--- src/rtl/time_set_ctrl_12hr.sv ---
// Button-driven preset editor for the 12-hour clock: seeds shadow registers from
// the running time, edits hour/min/sec with auto-repeat, then issues a low load pulse.
module time_set_ctrl_12hr #(
    parameter int LOAD_CYCLES = 2,
    parameter int RPT_DELAY   = 500,
    parameter int RPT_PERIOD  = 100,
    parameter int TIMEOUT     = 10000,
    parameter int BLINK_HALF  = 250
) (
    input  logic       clk_i,
    input  logic       reset_i,
    input  logic       btn_mode_i,
    input  logic       btn_inc_i,
    input  logic       btn_dec_i,
    input  logic [4:0] hour_i,
    input  logic [5:0] min_i,
    input  logic [5:0] sec_i,
    output logic [4:0] hourset_o,
    output logic [5:0] minset_o,
    output logic [5:0] secset_o,
    output logic       load_n_o,
    output logic       editing_o,
    output logic [1:0] field_o,
    output logic       blink_o
);

    typedef enum logic [2:0] {
        IDLE,
        EDIT_HR,
        EDIT_MIN,
        EDIT_SEC,
        COMMIT
    } state_t;

    localparam int HOLD_MAX = (RPT_DELAY > RPT_PERIOD) ? RPT_DELAY : RPT_PERIOD;
    localparam int HOLD_W   = $clog2(HOLD_MAX + 1);
    localparam int IDLE_W   = $clog2(TIMEOUT + 1);
    localparam int BLINK_W  = $clog2(BLINK_HALF + 1);
    localparam int LOAD_W   = $clog2(LOAD_CYCLES + 1);

    localparam logic [HOLD_W-1:0]  RPT_DELAY_C  = HOLD_W'(RPT_DELAY);
    localparam logic [HOLD_W-1:0]  RPT_PERIOD_C = HOLD_W'(RPT_PERIOD);
    localparam logic [IDLE_W-1:0]  TIMEOUT_LAST = IDLE_W'(TIMEOUT - 1);
    localparam logic [BLINK_W-1:0] BLINK_LAST   = BLINK_W'(BLINK_HALF - 1);
    localparam logic [LOAD_W-1:0]  LOAD_LAST    = LOAD_W'(LOAD_CYCLES);

    function automatic logic [4:0] clamp_hour(input logic [4:0] h);
        return (h == 5'd0 || h > 5'd12) ? 5'd12 : h;
    endfunction

    function automatic logic [5:0] clamp_sexa(input logic [5:0] v);
        return (v > 6'd59) ? 6'd0 : v;
    endfunction

    function automatic logic [4:0] hour_step(input logic [4:0] h, input logic up);
        if (up) return (h == 5'd12) ? 5'd1 : h + 5'd1;
        return (h == 5'd1) ? 5'd12 : h - 5'd1;
    endfunction

    function automatic logic [5:0] sexa_step(input logic [5:0] v, input logic up);
        if (up) return (v == 6'd59) ? 6'd0 : v + 6'd1;
        return (v == 6'd0) ? 6'd59 : v - 6'd1;
    endfunction

    state_t             state_q, state_d;
    logic               mode_prev_q, inc_prev_q, dec_prev_q;
    logic [4:0]         hour_q, hour_d;
    logic [5:0]         min_q, min_d;
    logic [5:0]         sec_q, sec_d;
    logic [HOLD_W-1:0]  hold_cnt_q, hold_cnt_d, hold_next;
    logic               rpt_active_q, rpt_active_d;
    logic [IDLE_W-1:0]  idle_cnt_q, idle_cnt_d;
    logic [LOAD_W-1:0]  load_cnt_q, load_cnt_d;
    logic               load_n_q, load_n_d;
    logic               blink_q, blink_d;
    logic [BLINK_W-1:0] blink_cnt_q, blink_cnt_d;

    logic mode_press, inc_press, dec_press, any_press;
    logic step, restart;

    assign mode_press = btn_mode_i & ~mode_prev_q;
    assign inc_press  = btn_inc_i & ~inc_prev_q;
    assign dec_press  = btn_dec_i & ~dec_prev_q;
    assign any_press  = mode_press | inc_press | dec_press;

    always_comb begin
        // NOTE: every signal written here gets a default first so no path leaves it unassigned (no latch).
        state_d      = state_q;
        hour_d       = hour_q;
        min_d        = min_q;
        sec_d        = sec_q;
        hold_cnt_d   = hold_cnt_q;
        hold_next    = hold_cnt_q + 1'b1;
        rpt_active_d = rpt_active_q;
        idle_cnt_d   = idle_cnt_q;
        load_cnt_d   = load_cnt_q;
        load_n_d     = 1'b1;
        blink_d      = blink_q;
        blink_cnt_d  = blink_cnt_q;
        step         = 1'b0;
        restart      = 1'b0;

        case (state_q)
            IDLE: begin
                hold_cnt_d   = '0;
                rpt_active_d = 1'b0;
                idle_cnt_d   = '0;
                load_cnt_d   = '0;
                if (mode_press) begin
                    state_d = EDIT_HR;
                    hour_d  = clamp_hour(hour_i);
                    min_d   = clamp_sexa(min_i);
                    sec_d   = clamp_sexa(sec_i);
                    restart = 1'b1;
                end
            end

            EDIT_HR, EDIT_MIN, EDIT_SEC: begin
                if (mode_press) begin
                    // Mode beats a simultaneous inc/dec: advance field, leave value alone.
                    case (state_q)
                        EDIT_HR:  state_d = EDIT_MIN;
                        EDIT_MIN: state_d = EDIT_SEC;
                        default:  state_d = COMMIT;
                    endcase
                    hold_cnt_d   = '0;
                    rpt_active_d = 1'b0;
                    idle_cnt_d   = '0;
                    load_cnt_d   = '0;
                    restart      = 1'b1;
                end else if (!any_press && idle_cnt_q == TIMEOUT_LAST) begin
                    state_d    = IDLE;
                    idle_cnt_d = '0;
                end else begin
                    idle_cnt_d = any_press ? '0 : idle_cnt_q + 1'b1;
                    if (btn_inc_i && btn_dec_i) begin
                        hold_cnt_d   = '0;
                        rpt_active_d = 1'b0;
                    end else if (inc_press || dec_press) begin
                        step         = 1'b1;
                        hold_cnt_d   = '0;
                        rpt_active_d = 1'b0;
                    end else if (btn_inc_i || btn_dec_i) begin
                        // First repeat after RPT_DELAY held cycles, then every RPT_PERIOD.
                        if ((!rpt_active_q && hold_next == RPT_DELAY_C) ||
                            ( rpt_active_q && hold_next == RPT_PERIOD_C)) begin
                            step         = 1'b1;
                            hold_cnt_d   = '0;
                            rpt_active_d = 1'b1;
                        end else begin
                            hold_cnt_d = hold_next;
                        end
                    end else begin
                        hold_cnt_d   = '0;
                        rpt_active_d = 1'b0;
                    end

                    if (step) begin
                        restart = 1'b1;
                        case (state_q)
                            EDIT_HR:  hour_d = hour_step(hour_q, btn_inc_i);
                            EDIT_MIN: min_d  = sexa_step(min_q, btn_inc_i);
                            default:  sec_d  = sexa_step(sec_q, btn_inc_i);
                        endcase
                    end
                end
            end

            COMMIT: begin
                hold_cnt_d   = '0;
                rpt_active_d = 1'b0;
                idle_cnt_d   = '0;
                // First COMMIT cycle keeps load_n high; the next LOAD_CYCLES drive it low.
                if (load_cnt_q == LOAD_LAST) begin
                    state_d    = IDLE;
                    load_cnt_d = '0;
                end else begin
                    load_n_d   = 1'b0;
                    load_cnt_d = load_cnt_q + 1'b1;
                end
            end

            default: state_d = IDLE;
        endcase

        if (state_d inside {EDIT_HR, EDIT_MIN, EDIT_SEC}) begin
            if (restart) begin
                blink_d     = 1'b1;
                blink_cnt_d = '0;
            end else if (blink_cnt_q == BLINK_LAST) begin
                blink_d     = ~blink_q;
                blink_cnt_d = '0;
            end else begin
                blink_cnt_d = blink_cnt_q + 1'b1;
            end
        end else begin
            blink_d     = 1'b0;
            blink_cnt_d = '0;
        end
    end

    always_ff @(posedge clk_i) begin
        // NOTE: non-blocking assignments so every register samples pre-edge values.
        if (reset_i) begin
            state_q      <= IDLE;
            mode_prev_q  <= 1'b0;
            inc_prev_q   <= 1'b0;
            dec_prev_q   <= 1'b0;
            hour_q       <= 5'd12;
            min_q        <= 6'd0;
            sec_q        <= 6'd0;
            hold_cnt_q   <= '0;
            rpt_active_q <= 1'b0;
            idle_cnt_q   <= '0;
            load_cnt_q   <= '0;
            load_n_q     <= 1'b1;
            blink_q      <= 1'b0;
            blink_cnt_q  <= '0;
        end else begin
            state_q      <= state_d;
            mode_prev_q  <= btn_mode_i;
            inc_prev_q   <= btn_inc_i;
            dec_prev_q   <= btn_dec_i;
            hour_q       <= hour_d;
            min_q        <= min_d;
            sec_q        <= sec_d;
            hold_cnt_q   <= hold_cnt_d;
            rpt_active_q <= rpt_active_d;
            idle_cnt_q   <= idle_cnt_d;
            load_cnt_q   <= load_cnt_d;
            load_n_q     <= load_n_d;
            blink_q      <= blink_d;
            blink_cnt_q  <= blink_cnt_d;
        end
    end

    always_comb begin
        field_o = 2'd0;
        case (state_q)
            EDIT_HR:  field_o = 2'd1;
            EDIT_MIN: field_o = 2'd2;
            EDIT_SEC: field_o = 2'd3;
            default:  field_o = 2'd0;
        endcase
    end

    assign hourset_o = hour_q;
    assign minset_o  = min_q;
    assign secset_o  = sec_q;
    assign load_n_o  = load_n_q;
    assign editing_o = (state_q != IDLE);
    assign blink_o   = blink_q;

endmodule

--- config.mk ---
export PLATFORM = sky130hd
export DESIGN_NAME = time_set_ctrl_12hr
export DESIGN_NICKNAME = d
export VERILOG_FILES = /design/src/rtl/time_set_ctrl_12hr.sv
export SDC_FILE = /design/constraint.sdc
export NUM_CORES = 1
export LEC_CHECK = 0
export CAP_MARGIN = 40
export CELL_PAD_IN_SITES_DETAIL_PLACEMENT = 2
export CELL_PAD_IN_SITES_GLOBAL_PLACEMENT = 2
export CORE_UTILIZATION = 34
export CTS_CLUSTER_DIAMETER = 120
export DETAILED_ROUTE_END_ITERATION = 8
export PLACE_DENSITY_LB_ADDON = 0.1
export SYNTH_ARGS = -nofsm -noshare
export SYNTH_HDL_FRONTEND = slang
export SYNTH_SLANG_ARGS = --single-unit
--- constraint.sdc ---
create_clock -name clk_i -period 2.5 [get_ports clk_i]
set_clock_uncertainty 0.1 [all_clocks]
set_input_delay 0.5 -clock clk_i [delete_from_list [all_inputs] [get_ports clk_i]]
set_output_delay 0.5 -clock clk_i [all_outputs]
set_load 0.005 [all_outputs]
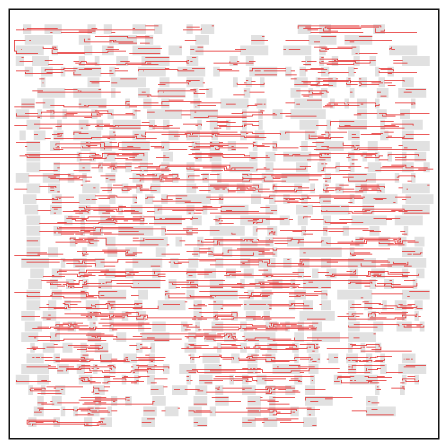
**Above:** run 1 (the metal 1 layer).
main direction: horizontal
longest straight run: 38.9 um
nets with wire on the layer: 569
share of all routed wire: 44%
wire length on this layer: 6450 um
drt total wl: 14590 um
GR Util met1: 0.3086
via count: 4247

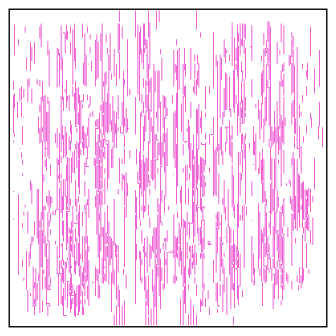
**Above:** run 1 (the metal 2 layer).
share of all routed wire: 51%
main direction: vertical
met2 usage in global routing: 0.4564

==> impl_metrics.ini <==
; implementation run metrics
[pwr]
clockPowerShare = 0.419
seqPwrFrac = 0.350
pg_seq_mw = 1.05
pwr-share-comb = 0.231
power-top-group = the clock network
p_comb_mw = 0.696
p_sw_mw = 0.9009

[status]
outcome = finished, final reports clean

[clock_network]
cts_buffer_depth = 2
cts_hold_buffers = 0

[layout]
ff_latch_area_um2 = 1184
layout.area.comb_um2 = 2620
area_growth_pct = 31.73
largest_reg_flops = 14
drive_above_1_share = 0.1726
antenna_cells = 0
lay_top_count = dfxtp_1
nFillCells = 1230

[critical_path]
worst-r2r-setup-slack_ns = 0.09
worst-path-stages = 8
path_cells = clkdlybuf4s50_1 > buf_6 > inv_1 > buf_4 > mux4_2 > a21oi_1 > and3_1 > a211o_1
crit_slowest_cell = mux4_2

[place]
placed_cells = 705

[synthesis]
postSynthAreaPerCell_um2 = 7.909
top_logic_kind = simple AND/OR/NAND/NOR gates
compound_area_frac = 0.2675
ys_seq_share = 0.2999
synth-simple-area-share = 0.2840

[sta]
min_period_ns = 2.435
setup_tns_ns = 0
finalCritPeriodShare = 0.9741
tightest_slew_ns = 0.5258

[grt]
top_usage_layer = met2
grt_use_total = 0.2557
grt_first_pass_wirelength_um = 23470
antenna_found_initial = 0

[routing]
remaining_drc_errors = 0
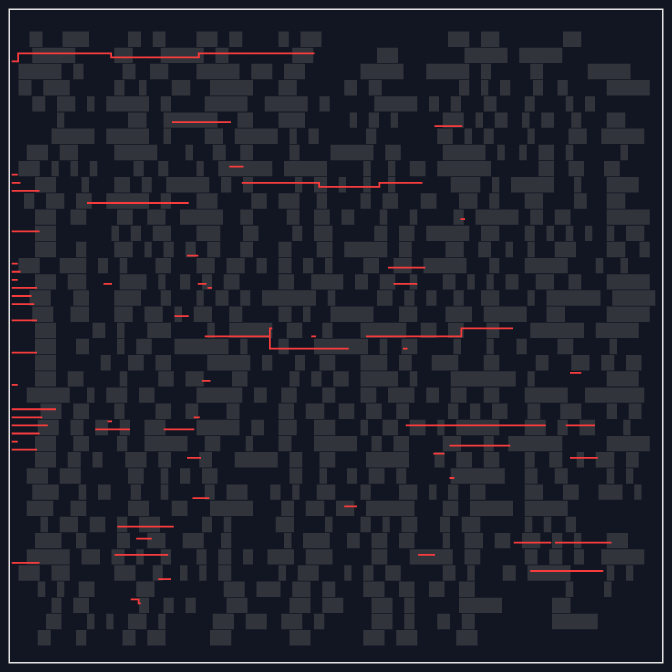
**Above:** run 1 (signal wires on met3).
share of all routed wire: 2.5%
main direction: horizontal
nets with wire on the layer: 43
M3 GR Usage: 0.04031

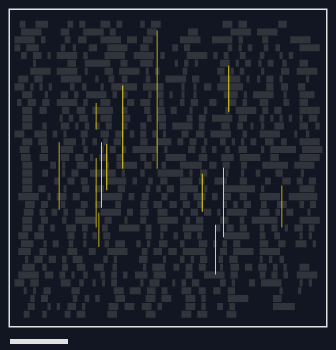
**Above:** run 1 (met4 routing).
Bar = 20 um.
wire length on this layer: 265 um
main direction: vertical
share of all routed wire: 1.8%
longest straight run: 47.6 um
nets with wire on the layer: 12

## run 1: Yosys cell counts (8+ instances only)
| master | n |
|---|---|
| dfxtp_1 | 59 |
| xor2_1 | 14 |
| nor2_1 | 51 |
| and3_1 | 14 |
| nand2_1 | 40 |
| nor2b_1 | 11 |
| a21oi_1 | 38 |
| ha_1 | 13 |
| nand4_1 | 11 |
| xnor2_1 | 10 |
| nor3_1 | 20 |
| o21ai_0 | 22 |
| inv_1 | 13 |
| clkbuf_1 | 19 |
| nand2b_1 | 10 |
| nand3_1 | 19 |
| and2_1 | 9 |
| a22oi_1 | 8 |
## run 1: kinds of logic after synthesis
logic type      Yosys count
fa+ha+maj                13
mux                       3
simple gates            214
flops                    59
xor+xnor                 24
buf+inv                  43
compound gates          142
Power figures rest on the tool's default switching activity, not on a simulated workload.
